## src/rtl/fifo_pkg.sv

```systemverilog
// Shared constants and types for the FIFO and its pop-side stream adapter.
package fifo_pkg;
  localparam int SKID_DEPTH      = 2;
  localparam int FIFO_DATA_WIDTH = 8;

  typedef enum logic [1:0] {
    OCC_0 = 2'd0,
    OCC_1 = 2'd1,
    OCC_2 = 2'd2
  } occ_t;
endpackage

```

## src/rtl/fifo_skid2.sv

```systemverilog
// Two-entry head/skid buffer; head drives the output, skid absorbs one extra word.
module fifo_skid2 import fifo_pkg::*; #(
  parameter int DATA_WIDTH = FIFO_DATA_WIDTH
) (
  input  logic                  clk,
  input  logic                  rst_n,
  input  logic                  push,
  input  logic [DATA_WIDTH-1:0] push_data,
  input  logic                  pop,
  output logic                  valid,
  output logic [DATA_WIDTH-1:0] head,
  output occ_t                  occ
);
  logic [DATA_WIDTH-1:0] skid, head_nxt, skid_nxt;
  occ_t                  occ_nxt;
  logic                  pop_eff;

  assign pop_eff = pop && (occ != OCC_0);
  assign valid   = (occ != OCC_0);

  always_comb begin
    occ_nxt  = occ;
    head_nxt = head;
    skid_nxt = skid;
    case ({push, pop_eff})
      2'b10: begin
        if (occ == OCC_0) begin
          head_nxt = push_data;
          occ_nxt  = OCC_1;
        end else begin
          skid_nxt = push_data;
          occ_nxt  = OCC_2;
        end
      end
      2'b01: begin
        head_nxt = skid;
        occ_nxt  = (occ == OCC_2) ? OCC_1 : OCC_0;
      end
      2'b11: begin
        // Occupancy holds; the arrival lands behind whatever is still queued.
        if (occ == OCC_2) begin
          head_nxt = skid;
          skid_nxt = push_data;
        end else begin
          head_nxt = push_data;
        end
      end
      default: ;
    endcase
  end

  always_ff @(posedge clk) begin
    if (!rst_n) begin
      occ  <= OCC_0;
      head <= '0;
      skid <= '0;
    end else begin
      occ  <= occ_nxt;
      head <= head_nxt;
      skid <= skid_nxt;
    end
  end
endmodule

```

## src/rtl/fifo_pop_stream.sv

```systemverilog
// Turns the FIFO pop interface into a registered valid/ready stream with credit-based rd_en.
module fifo_pop_stream import fifo_pkg::*; #(
  parameter int DATA_WIDTH = FIFO_DATA_WIDTH,
  parameter int CNT_WIDTH  = 16
) (
  input  logic                  clk,
  input  logic                  rst_n,
  input  logic                  fifo_empty,
  input  logic [DATA_WIDTH-1:0] fifo_rdata,
  output logic                  fifo_rd_en,
  output logic                  out_valid,
  output logic [DATA_WIDTH-1:0] out_data,
  input  logic                  out_ready,
  output logic                  idle,
  output logic [CNT_WIDTH-1:0]  delivered_cnt
);
  logic       inflight;
  logic       pop;
  logic [2:0] used;
  occ_t       occ;

  assign pop = out_valid && out_ready;

  // Slots committed after this edge: buffered + in flight, minus the one leaving now.
  assign used       = {1'b0, occ} + {2'b0, inflight} - {2'b0, pop};
  assign fifo_rd_en = !fifo_empty && (used < 3'(SKID_DEPTH));

  assign idle = fifo_empty && !inflight && (occ == OCC_0);

  always_ff @(posedge clk) begin
    if (!rst_n) begin
      inflight      <= 1'b0;
      delivered_cnt <= '0;
    end else begin
      inflight <= fifo_rd_en;
      if (pop) delivered_cnt <= delivered_cnt + CNT_WIDTH'(1);
    end
  end

  fifo_skid2 #(.DATA_WIDTH(DATA_WIDTH)) u_buf (
    .clk       (clk),
    .rst_n     (rst_n),
    .push      (inflight),
    .push_data (fifo_rdata),
    .pop       (pop),
    .valid     (out_valid),
    .head      (out_data),
    .occ       (occ)
  );
endmodule

```

## config.mk

```make
export PLATFORM = sky130hd
export DESIGN_NAME = fifo_pop_stream
export DESIGN_NICKNAME = d
export VERILOG_FILES = /design/src/rtl/fifo_pkg.sv /design/src/rtl/fifo_skid2.sv /design/src/rtl/fifo_pop_stream.sv
export SDC_FILE = /design/constraint.sdc
export NUM_CORES = 1
export LEC_CHECK = 0
export ABC_CLOCK_PERIOD_IN_PS = 2550
export CORE_ASPECT_RATIO = 0.7
export CORE_MARGIN = 2
export CORE_UTILIZATION = 46
export CTS_BUF_LIST = sky130_fd_sc_hd__clkbuf_2
export CTS_CLUSTER_SIZE = 10
export DETAILED_ROUTE_END_ITERATION = 10
export PLACE_DENSITY_LB_ADDON = 0.15
export SETUP_SLACK_MARGIN = 0.15
export SYNTH_ARGS = -nofsm -noshare
export SYNTH_HDL_FRONTEND = slang
export SYNTH_SLANG_ARGS = --single-unit
```

## constraint.sdc

```tcl
create_clock -name clk -period 2.55 [get_ports clk]
set_clock_uncertainty 0.15 [all_clocks]
set_input_delay 0.51 -clock clk [delete_from_list [all_inputs] [get_ports clk]]
set_output_delay 0.51 -clock clk [all_outputs]
set_load 0.01 [all_outputs]
```

Fig. 1: placed cells, one colour a class
Drawn at 6 px/um.
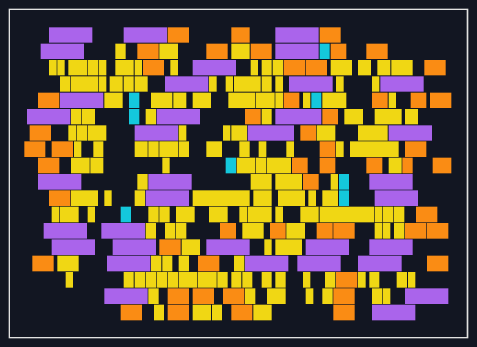
- clock drivers and dummy loads: cyan (cells 8)
- remaining buffers and delay cells: orange (cells 53)
- sequential cells: purple (cells 35)
- combinational and other logic: yellow (cells 148)

Fig. 2: cells by drive strength
Drawn at 4 px/um.
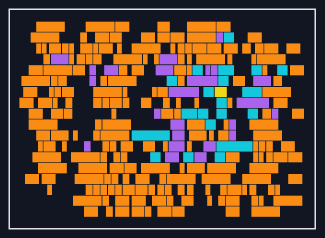
- _2 cells: purple (cells 24; share 9.8%; most used clkbuf_2)
- _3 and _4 cells: cyan (cells 20; share 8.2%; most used buf_4)
- _6 and larger: yellow (cells 1; share 0.41%; most used inv_6)
- _0 and _1 cells: orange (cells 199; share 82%; most used clkdlybuf4s50_1)

Fig. 3: cell outlines without signal wires
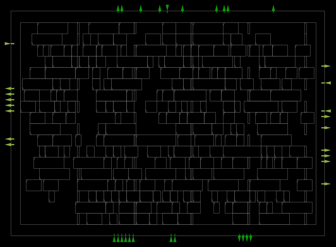
Core ar.: 3510 um^2
n_taps: 50
sequential cell count: 35
Site Rows: 18
flop share of the area: 30.9%

Fig. 4: signal wires on met3
Drawn at 4 px/um.
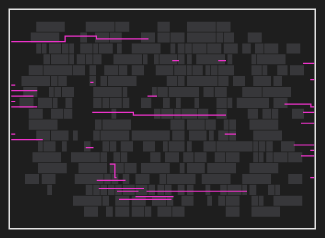
- share of all routed wire: 4.8%
- longest straight run: 24.8 um
- wire length on this layer: 207 um

Fig. 5: sequential cells coloured by netlist name
Drawn at 4 px/um. Other sequential cells in the stronger grey, the rest of the logic in the fainter grey.
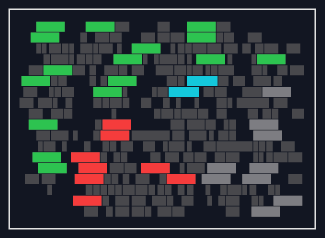
- `u_buf.skid`: red (flops 8)
- `delivered_cnt`: green (flops 16)
- `u_buf.occ`: cyan (flops 2)

==> flow_metrics.env <==
# yosys + openroad results
export IMPL_path_buffers=3
export IMPL_fp_dieW_um=76.1
export IMPL_setup_slack_ps=-290
export IMPL_slew_viol_final=0
export IMPL_drt_met1_wl_um=2130
export IMPL_layout_cells_most_common="clkdlybuf4s50_1"
export IMPL_chip_area_um2=4150
export IMPL_violations="setup timing"
export IMPL_p_total_mw=1.82
export IMPL_pg_comb_mw=0.868
export IMPL_clk_pin_slew_ps=160
export IMPL_min_delay_path_depth=2
export IMPL_dr_pass1_iters=4
export IMPL_outcome="finished, violations left"
export IMPL_yosys_warnings=0
export IMPL_synth_distinct_cells=40
export IMPL_numCtsBuffers=5
export IMPL_rrSetupSlack_ps=420
export IMPL_crit_path_end="fifo_rd_en"
export IMPL_crit_chain="nor2_4 -> inv_2 -> nand2_4 -> inv_6 -> ha_4 -> nand2b_4 -> fa_2 -> xor2_1 -> nor3b_2 -> buf_2"
export IMPL_startpoint="u_buf.occ[0]$_SDFFE_PN0P_"
export IMPL_postCtsSetupRepairBufs=2
export IMPL_use_met2_pct=36.9
export IMPL_worstPathArrival_ps=2180
export IMPL_inv_count=10
export IMPL_crit_slowest_cell="dfxtp_2"
export IMPL_cp_required_ps=1890
export IMPL_grtUsageTotal_pct=22.0
export IMPL_mostFrequentLayoutCells="clkdlybuf4s50_1, dfxtp_1, nor2_1"
export IMPL_cp_end_kind="output port"
export IMPL_cts_tree="done"
export IMPL_buffer_area_share_pct=21.4
export IMPL_use_met3_pct=5.94
export IMPL_fp_nets=207
export IMPL_power_top_group="combinational cells"
export IMPL_ys_chip_area_um2=1680
export IMPL_finalSetupViolations=1
export IMPL_pre_cts_ws_ps=-918
export IMPL_grt_pass1_wl_um=6960
export IMPL_rr_worst_depth=10
